`src/rtl/dram_arb_pkg.sv`:
```
// Shared types and constants for the two-client DRAM AXI-lite arbiter.
package dram_arb_pkg;

    typedef enum logic [2:0] {
        ST_IDLE,
        ST_AR,
        ST_R,
        ST_AW,
        ST_W,
        ST_B,
        ST_DONE
    } state_e;

    localparam int unsigned DRAM_DEPTH      = 8192;
    localparam int unsigned TIMEOUT_DEFAULT = 1023;
    localparam logic [1:0]  RESP_OKAY       = 2'b00;

endpackage

```
`src/rtl/dram_arb_rr.sv`:
```
// Two-way round-robin picker; the priority pointer register lives in the parent.
module dram_arb_rr (
    input  logic [1:0] req,
    input  logic       ptr,
    output logic       gnt_id,
    output logic       gnt_valid
);

    always_comb begin
        gnt_valid = |req;
        gnt_id    = (req == 2'b11) ? ptr : req[1];
    end

endmodule

```
`src/rtl/dram_axi_arbiter.sv`:
```
// Shares one AXI-lite DRAM port between two req/done clients, one transaction
// at a time, with address range check and a per-handshake watchdog.
module dram_axi_arbiter #(
    parameter int unsigned ADDR_W     = 32,
    parameter int unsigned DATA_W     = 64,
    parameter int unsigned DRAM_DEPTH = dram_arb_pkg::DRAM_DEPTH,
    parameter int unsigned TIMEOUT    = dram_arb_pkg::TIMEOUT_DEFAULT
) (
    input  logic                clk,
    input  logic                rst_n,
    input  logic [1:0]          in_req,
    input  logic [1:0]          in_write,
    input  logic [2*ADDR_W-1:0] in_addr,
    input  logic [2*DATA_W-1:0] in_wdata,
    output logic [1:0]          out_done,
    output logic [DATA_W-1:0]   out_rdata,
    output logic                out_err,
    output logic                AR_VALID,
    output logic [ADDR_W-1:0]   AR_ADDR,
    input  logic                AR_READY,
    input  logic                R_VALID,
    input  logic [DATA_W-1:0]   R_DATA,
    input  logic [1:0]          R_RESP,
    output logic                R_READY,
    output logic                AW_VALID,
    output logic [ADDR_W-1:0]   AW_ADDR,
    input  logic                AW_READY,
    output logic                W_VALID,
    output logic [DATA_W-1:0]   W_DATA,
    input  logic                W_READY,
    input  logic                B_VALID,
    input  logic [1:0]          B_RESP,
    output logic                B_READY
);

    import dram_arb_pkg::*;

    localparam int unsigned    CNT_W   = $clog2(TIMEOUT + 1);
    localparam logic [CNT_W-1:0]  CNT_MAX = CNT_W'(TIMEOUT);
    localparam logic [ADDR_W-1:0] DEPTH_A = ADDR_W'(DRAM_DEPTH);

    state_e              state_q, state_d;
    logic                ptr_q, ptr_d;
    logic                id_q, id_d;
    logic                write_q, write_d;
    logic [ADDR_W-1:0]   addr_q, addr_d;
    logic [DATA_W-1:0]   wdata_q, wdata_d;
    logic [DATA_W-1:0]   rdata_q, rdata_d;
    logic                err_q, err_d;
    logic [CNT_W-1:0]    cnt_q, cnt_d;

    logic                gnt_id;
    logic                gnt_valid;
    logic                sel_write;
    logic [ADDR_W-1:0]   sel_addr;
    logic [DATA_W-1:0]   sel_wdata;
    logic                is_wait;
    logic                hs_in;

    dram_arb_rr u_rr (
        .req       (in_req),
        .ptr       (ptr_q),
        .gnt_id    (gnt_id),
        .gnt_valid (gnt_valid)
    );

    always_comb begin
        sel_write = gnt_id ? in_write[1]               : in_write[0];
        sel_addr  = gnt_id ? in_addr[2*ADDR_W-1:ADDR_W] : in_addr[ADDR_W-1:0];
        sel_wdata = gnt_id ? in_wdata[2*DATA_W-1:DATA_W] : in_wdata[DATA_W-1:0];
    end

    // The handshake input awaited in the current state drives both the
    // transition and the shared watchdog.
    always_comb begin
        is_wait = 1'b1;
        hs_in   = 1'b0;
        case (state_q)
            ST_AR:   hs_in = AR_READY;
            ST_R:    hs_in = R_VALID;
            ST_AW:   hs_in = AW_READY;
            ST_W:    hs_in = W_READY;
            ST_B:    hs_in = B_VALID;
            default: is_wait = 1'b0;
        endcase
    end

    always_comb begin
        state_d = state_q;
        ptr_d   = ptr_q;
        id_d    = id_q;
        write_d = write_q;
        addr_d  = addr_q;
        wdata_d = wdata_q;
        rdata_d = rdata_q;
        err_d   = err_q;
        cnt_d   = '0;

        if (is_wait && !hs_in) begin
            if (cnt_q == CNT_MAX) begin
                err_d   = 1'b1;
                state_d = ST_DONE;
            end else begin
                cnt_d = cnt_q + CNT_W'(1);
            end
        end else begin
            case (state_q)
                ST_IDLE: begin
                    if (gnt_valid) begin
                        id_d    = gnt_id;
                        write_d = sel_write;
                        addr_d  = sel_addr;
                        wdata_d = sel_wdata;
                        if (sel_addr >= DEPTH_A) begin
                            err_d   = 1'b1;
                            state_d = ST_DONE;
                        end else begin
                            err_d   = 1'b0;
                            state_d = sel_write ? ST_AW : ST_AR;
                        end
                    end
                end
                ST_AR: state_d = ST_R;
                ST_R: begin
                    rdata_d = R_DATA;
                    err_d   = (R_RESP != RESP_OKAY);
                    state_d = ST_DONE;
                end
                ST_AW: state_d = ST_W;
                ST_W:  state_d = ST_B;
                ST_B: begin
                    rdata_d = '0;
                    err_d   = (B_RESP != RESP_OKAY);
                    state_d = ST_DONE;
                end
                ST_DONE: begin
                    ptr_d   = ~id_q;
                    state_d = ST_IDLE;
                end
                default: state_d = ST_IDLE;
            endcase
        end
    end

    always_ff @(posedge clk or negedge rst_n) begin
        if (!rst_n) begin
            state_q <= ST_IDLE;
            ptr_q   <= 1'b0;
            id_q    <= 1'b0;
            write_q <= 1'b0;
            addr_q  <= '0;
            wdata_q <= '0;
            rdata_q <= '0;
            err_q   <= 1'b0;
            cnt_q   <= '0;
        end else begin
            state_q <= state_d;
            ptr_q   <= ptr_d;
            id_q    <= id_d;
            write_q <= write_d;
            addr_q  <= addr_d;
            wdata_q <= wdata_d;
            rdata_q <= rdata_d;
            err_q   <= err_d;
            cnt_q   <= cnt_d;
        end
    end

    // Outputs decode only from flops, so nothing is combinational from inputs.
    always_comb begin
        AR_VALID  = (state_q == ST_AR);
        R_READY   = (state_q == ST_R);
        AW_VALID  = (state_q == ST_AW);
        W_VALID   = (state_q == ST_W);
        B_READY   = (state_q == ST_B);
        AR_ADDR   = AR_VALID ? addr_q  : '0;
        AW_ADDR   = AW_VALID ? addr_q  : '0;
        W_DATA    = W_VALID  ? wdata_q : '0;
        out_done  = '0;
        out_err   = 1'b0;
        if (state_q == ST_DONE) begin
            out_done = id_q ? 2'b10 : 2'b01;
            out_err  = err_q;
        end
        out_rdata = rdata_q;
    end

endmodule
```
`config.mk`:
```
export PLATFORM = sky130hd
export DESIGN_NAME = dram_axi_arbiter
export DESIGN_NICKNAME = d
export VERILOG_FILES = /design/src/rtl/dram_arb_pkg.sv /design/src/rtl/dram_arb_rr.sv /design/src/rtl/dram_axi_arbiter.sv
export SDC_FILE = /design/constraint.sdc
export NUM_CORES = 1
export LEC_CHECK = 0
export CAP_MARGIN = 20
export CORE_AREA = 10 10 175 177
export CTS_CLUSTER_DIAMETER = 120
export DETAILED_ROUTE_END_ITERATION = 10
export DIE_AREA = 0 0 185 187
export PLACE_DENSITY = 0.7
export SYNTH_ARGS = -nofsm -noshare
export SYNTH_HDL_FRONTEND = slang
export SYNTH_SLANG_ARGS = --single-unit
```
`constraint.sdc`:
```
create_clock -name clk -period 2.7 [get_ports clk]
set_clock_uncertainty 0.2 [all_clocks]
set_input_delay 0.405 -clock clk [delete_from_list [all_inputs] [get_ports clk]]
set_output_delay 0.405 -clock clk [all_outputs]
set_load 0.01 [all_outputs]
```
==> deck_impl_summary.md, run 1 <==
Run Summary

Worst setup path
  – Critical Path AT: 2720 ps
  – Critical path endpoint category: flip-flop
  – Reg2Reg Setup Slack: 290 ps
  – Crit path DRT: 2810 ps
  – Register-to-Register Path Depth: 8

Synthesis
  – Xor/xnor share: 0.00667
  – Top-area cell share: 0.479
  – Post-synth EDFFs: 0
  – Mux share: 0.177
  – Count leader, synth: dfrtp_1
  – Yosys Warn Count: 0
  – Fa+ha+maj area frac: 0.00136
  – FFs w/ async S/R, synth: 1.00
  – Yosys cell count: 961
  – Yosys simple share: 0.192
  – Yosys top cell by area: dfrtp_1
  – Cells after synthesis: 961

Power and ir drop
  – Sw Ratio: 0.385
  – Clock group share of total power: 0.179
  – Leak: 7.87 nW

Clock tree
  – H-tree level count: 4
  – CTS Sinks: 176

Layout
  – # clk buffers: 18
  – Largest class: buffers
  – Layout cells sized above 1: 0.0626
  – Inverter count: 69
  – Diodes inserted: 6
  – Area Growth Syn to Fin: 63.6%
  – # nets final: 1697
  – Layout clock area frac: 0.0391

Outcome
  – Status: completed

Floorplan
  – Tapcell Cnt: 346
  – Pre-Place Util: 0.336
  – # IOs: 471

STA
  – Worst-margin pin slew: 824 ps
  – Min Hold Slack: 274 ps
  – # setup viols final: 0

Worst hold path
  – Worst Hold Path EP: wdata_q[3]

GRT
  – Global Route met1 Usage: 0.225
  – Pin count of the biggest net entering global routing: 88
  – First-pass GRT wire length: 55200 µm

Route
  – Routed len/inst: 21.3 µm
run 1: metal layers:
| layer | share of wire | routed length, µm |
|---|---|---|
| met5 | 0.00071 | 27 |
| met4 | 0.017 | 661 |
| met3 | 0.10 | 3990 |
| met2 | 0.50 | 18900 |
| met1 | 0.38 | 14400 |
run 1: worst max-delay path, cell delays in order:
cell,delay (ps)
clkdlybuf4s50_1,440
nor4_1,730
buf_4,250
nand2_1,50
nor4b_1,330
buf_4,190
nor3b_1,50
o31a_1,270
run 1: power by group through the flow:
stage	Clock, W	Combinational (W)	Sequential [W]
after floorplan	0	0.00337	0.00465
after global placement	0	0.00667	0.00464
after detailed placement	0	0.00680	0.00468
after CTS	0.00254	0.00671	0.00465
after global routing	0.00263	0.00733	0.00480
final	0.00248	0.00670	0.00464
==> run_1/pinout.png <==
Pins as bars across the die edge, other pins in gray.
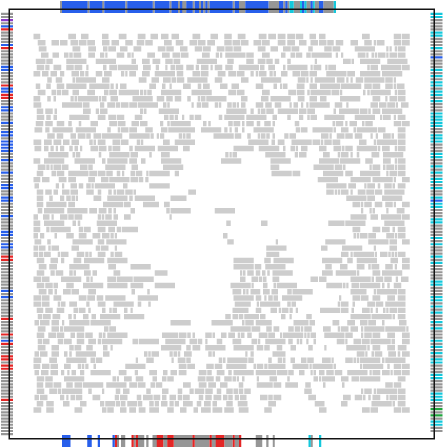
| color | port | pins | direction | edge |
|---|---|---|---|---|
| red | `AR_ADDR` | 32 | output | 17 south, 15 west |
| green | `in_req` | 2 | input | east |
| blue | `in_wdata` | 128 | input | 89 north, 29 west, 8 south, 2 east |
| cyan | `R_DATA` | 64 | input | 56 east, 6 north, 2 south |
| purple | `AW_VALID` | 1 | output | west |
all pins by edge: 136 west, 135 east, 131 north, 69 south

==> run_1/placed.png <==
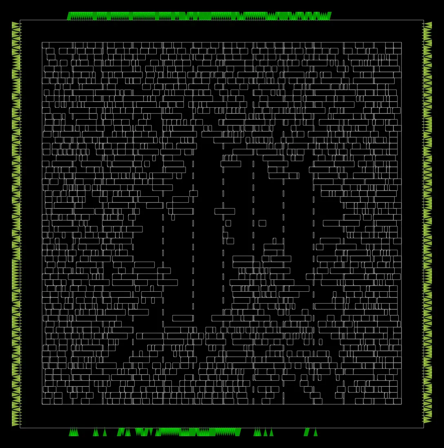
flop count: 176
FILL cells: 2508

==> run_1/port_trees.png <==
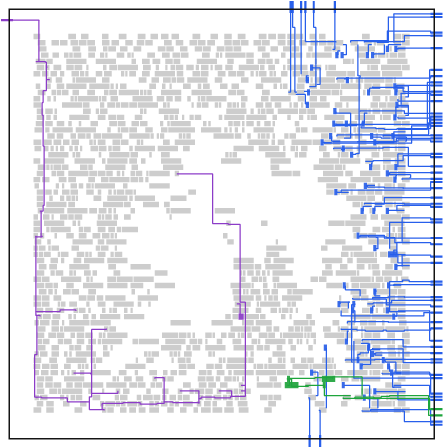
| color | port | bits | direction | edge | end cells | buffers | wire |
|---|---|---|---|---|---|---|---|
| blue | `R_DATA` | 64 | input | 56 east, 6 north, 2 south | 64 | 64 | 2520 µm |
| purple | `AW_VALID` | 1 | output | west | 1 | 2 | 554 µm |
| green | `in_req` | 2 | input | east | 4 | 3 | 170 µm |

==> run 1 -> run 2 <==
- CORE_AREA: 10 10 175 177 -> 2 2 182 184
- DIE_AREA: 0 0 185 187 -> 0 0 184 186
- PLACE_DENSITY: 0.7 -> not set
==> run_2/clock_wires.png <==
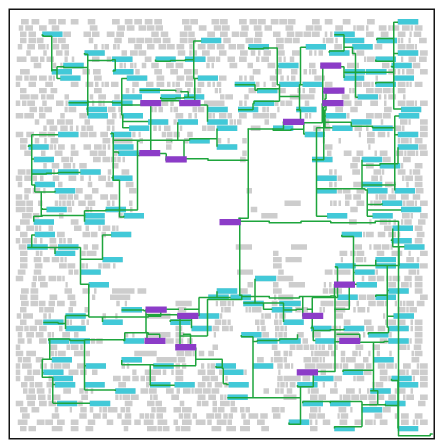
[green] clock wires | length: 2760 µm
[cyan] flip-flops | count: 176
[purple] clock-net drivers | count: 17
routed clock nets: 18

==> run_2/pinout.png <==
Pins as bars across the die edge, other pins in gray.
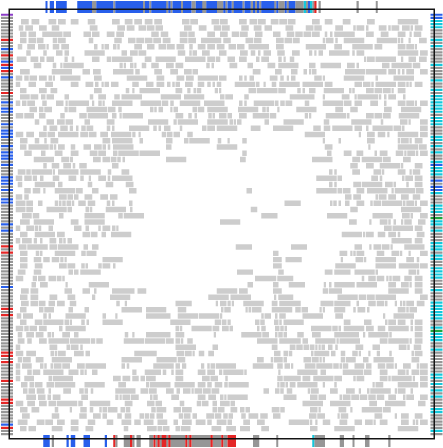
| color | port | pins | direction | edge |
|---|---|---|---|---|
| cyan | `R_DATA` | 64 | input | 61 east, 2 north, 1 south |
| red | `AR_ADDR` | 32 | output | 16 west, 15 south, 1 north |
| purple | `AW_VALID` | 1 | output | west |
| green | `in_req` | 2 | input | east |
| blue | `in_wdata` | 128 | input | 86 north, 26 west, 10 south, 6 east |

==> run 2 against run 1 <==
  * Wire length shrank 4.1%
  * Sequential power about the same
  * Critical path depth is 4 lower
  * Critical endpoint is now out_done[1]
  * Largest cell class unchanged
==> deck_impl_summary.md, run 2 <==
Run Summary

Layout
  – Area Growth Syn to Fin: 68.2%
  – Diodes inserted: 1
  – # nets final: 1711
  – Inverter count: 69
  – Layout clock area frac: 0.0413
  – Layout cells sized above 1: 0.0724
  – Largest class: buffers

Outcome
  – Status: completed

Floorplan
  – Pre-Place Util: 0.285
  – Tapcell Cnt: 408
  – # IOs: 471

Worst setup path
  – Crit path DRT: 2100 ps
  – Critical path's slowest cell: clkdlybuf4s50_1

Synthesis
  – Mux share: 0.177
  – Xor/xnor share: 0.00667
  – Yosys cell count: 961

Power and ir drop
  – Sw Ratio: 0.371
  – Clk pwr: 0.00277 W

Clock tree
  – H-tree level count: 4

GRT
  – Global Route met1 Usage: 0.239
  – First-pass GRT wire length: 51200 µm

Route
  – Max layer used: met4
  – Metal-1 WL: 14900 µm
==> run_2/layers.png <==
Scale bar: 50 µm.
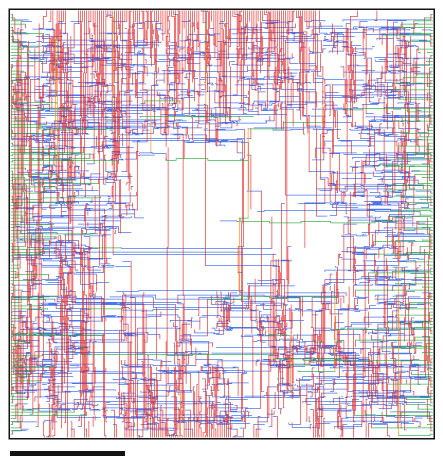
| color | layer | wire length |
|---|---|---|
| orange | M4 | 450 µm |
| blue | M1 | 14900 µm |
| red | M2 | 18100 µm |
| green | M3 | 2980 µm |

run 2: netlist changes by cell type in the layout (fill, tap and decap cells not counted), moves of 5 or more:
cell             previous run  this run
dlymetal6s2s_1             14        39
clkdlybuf4s15_1             1        21
dlygate4sd2_1             119        71
diode_2                     6         1
buf_4                      25        34
run 2: worst max-delay path, delay by kind of cell (launching register included):
family	cells	cell delay, ps
simple gates	2	390
flops	1	440
buf+inv	2	790
run 2: timing repair:
action / in CTS / in global routing
hold buffers: 1 / 0
setup buffers: 5 / 6
resized: 101 / 63
endpoints found under the hold margin: 53 / 0
gates cloned: 2 / 4
endpoints found under the setup margin: 133 / 42
pin swaps: 1 / 2
==> run 2 -> run 3 <==
- CORE_AREA: 2 2 182 184 -> 2 2 181 183
- DIE_AREA: 0 0 184 186 -> 0 0 183 185
- clock period: 2.7 -> 2.21 ns (I/O delays scaled with it)
==> run_3/layers.png <==
Scale bar: 50 µm.
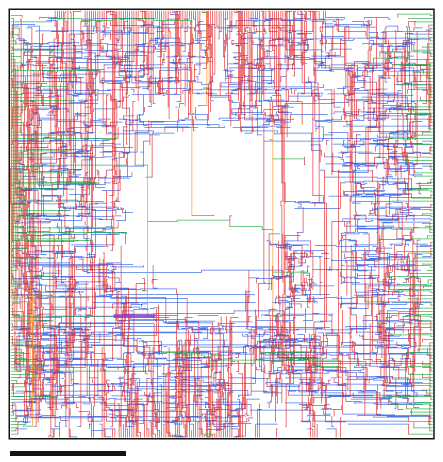
| color | layer | wire length |
|---|---|---|
| green | M3 | 2980 µm |
| red | M2 | 18000 µm |
| blue | M1 | 15000 µm |
| purple | M5 | 16.6 µm |
| orange | M4 | 667 µm |

==> run_3/pinout.png <==
Pins as bars across the die edge, other pins in gray.
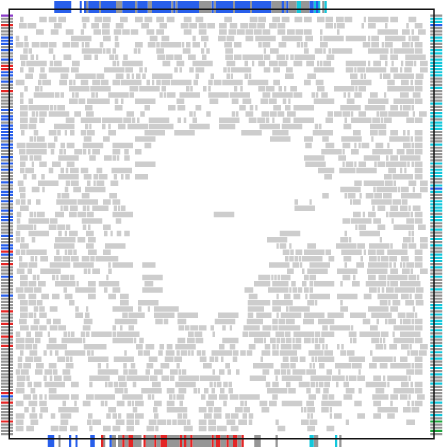
| color | port | pins | direction | edge |
|---|---|---|---|---|
| blue | `in_wdata` | 128 | input | 83 north, 35 west, 8 south, 2 east |
| purple | `AW_VALID` | 1 | output | west |
| red | `AR_ADDR` | 32 | output | 19 south, 13 west |
| cyan | `R_DATA` | 64 | input | 56 east, 5 north, 3 south |
| green | `in_req` | 2 | input | east |
all pins by edge: 134 west, 134 east, 122 north, 81 south

==> run 3 against run 2 <==
  * Sequential power up 22%
  * Final area up 2.7%
  * Clock power up 19%
  * Die size down 1.1%
  * Critical path depth up 3
  * Setup slack worse by 230 ps
  * The run now ends with negative setup slack left
  * Global-route usage up 0.81 points
  * Clock-buffer cell count unchanged
  * Via count up 3.0%
  * Core utilization up 1.6 points
  * Final cell count up 2.0%
  * Sequential share of layout area down 0.77 points
==> deck_impl_summary.md, run 3 <==
Run Summary

Outcome
  – Status: complete, but fails checks
  – Failing checks: negative setup slack

Synthesis
  – Yosys top cell by area: dfrtp_1
  – FFs w/ async S/R, synth: 1.00
  – Yosys simple share: 0.192
  – Yosys cell count: 961
  – Mux share: 0.177
  – Cells after synthesis: 961
  – Yosys Warn Count: 0

STA
  – Worst-margin pin slew: 445 ps
  – Fin worst setup slack: -196 ps
  – # setup viols final: 175
  – Min Hold Slack: 203 ps

Worst setup path
  – Reg2Reg Setup Slack: -120 ps
  – Critical-path cell list: buf_6 -> nor3b_4 -> buf_12 -> buf_8 -> clkbuf_16 -> and2_1 -> buf_2
  – Crit path DRT: 1680 ps
  – Critical path endpoint category: primary output
  – Register-to-Register Path Depth: 9
  – Top Family by Delay on Critical Path: buffers and inverters
  – Critical path's slowest cell: dfrtp_1

Power and ir drop
  – Flop+latch power: 0.00565 W
  – Sw Ratio: 0.367
  – Clk pwr: 0.00331 W
  – Main power group: combinational cells
  – Combinational power: 0.00948 W

Clock tree
  – Cts hold-fix bufs: 1
  – CTS Sinks: 176
  – CTS resizes: 576
  – Setup bufs post-CTS: 13

Layout
  – # nets final: 1745
  – FILL cells: 3018
  – Area Growth Syn to Fin: 72.8%

GRT
  – Pin count of the biggest net entering global routing: 107
  – First-pass GRT wire length: 53000 µm

Floorplan
  – Pre-Place Util: 0.287

Route
  – Metal-1 WL: 15000 µm
  – DR WL met3: 2980 µm
==> run_3/port_trees.png <==
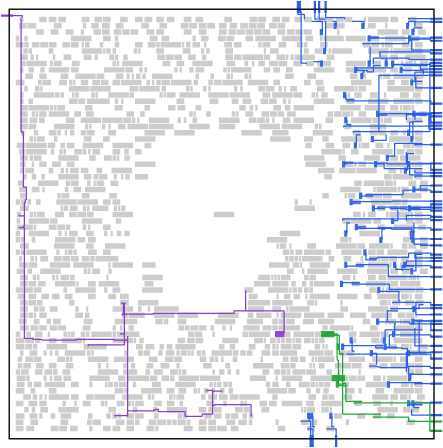
| color | port | bits | direction | edge | end cells | buffers | wire |
|---|---|---|---|---|---|---|---|
| purple | `AW_VALID` | 1 | output | west | 1 | 4 | 453 µm |
| green | `in_req` | 2 | input | east | 4 | 4 | 186 µm |
| blue | `R_DATA` | 64 | input | 56 east, 5 north, 3 south | 64 | 64 | 1800 µm |

## run 3: cell counts after synthesis
No cell type changed its count.
## run 3: area by class of cell
class | instances | area share
clock buffer | 18 | 0.0277
multi-input combinational | 647 | 0.271
clock inverter | 14 | 0.0120
tap | 408 | 0.0321
antenna | 3 | 0.000473
sequential | 176 | 0.277
timing repair buffer | 562 | 0.363
inverter | 69 | 0.0163
## run 3: through the flow
stage | instance area (µm²) | utilization | setup TNS [ps]
finish | 15900 | 0.496 | -20050
global route | 15900 | 0.496 | -33830
CTS | 15500 | 0.485 | -17260
detailed placement | 14800 | 0.461 | -10820
global placement | 14800 | 0.461 | -8830
floorplan | 9190 | - | 0
Power is estimated from default activity; no workload was simulated.
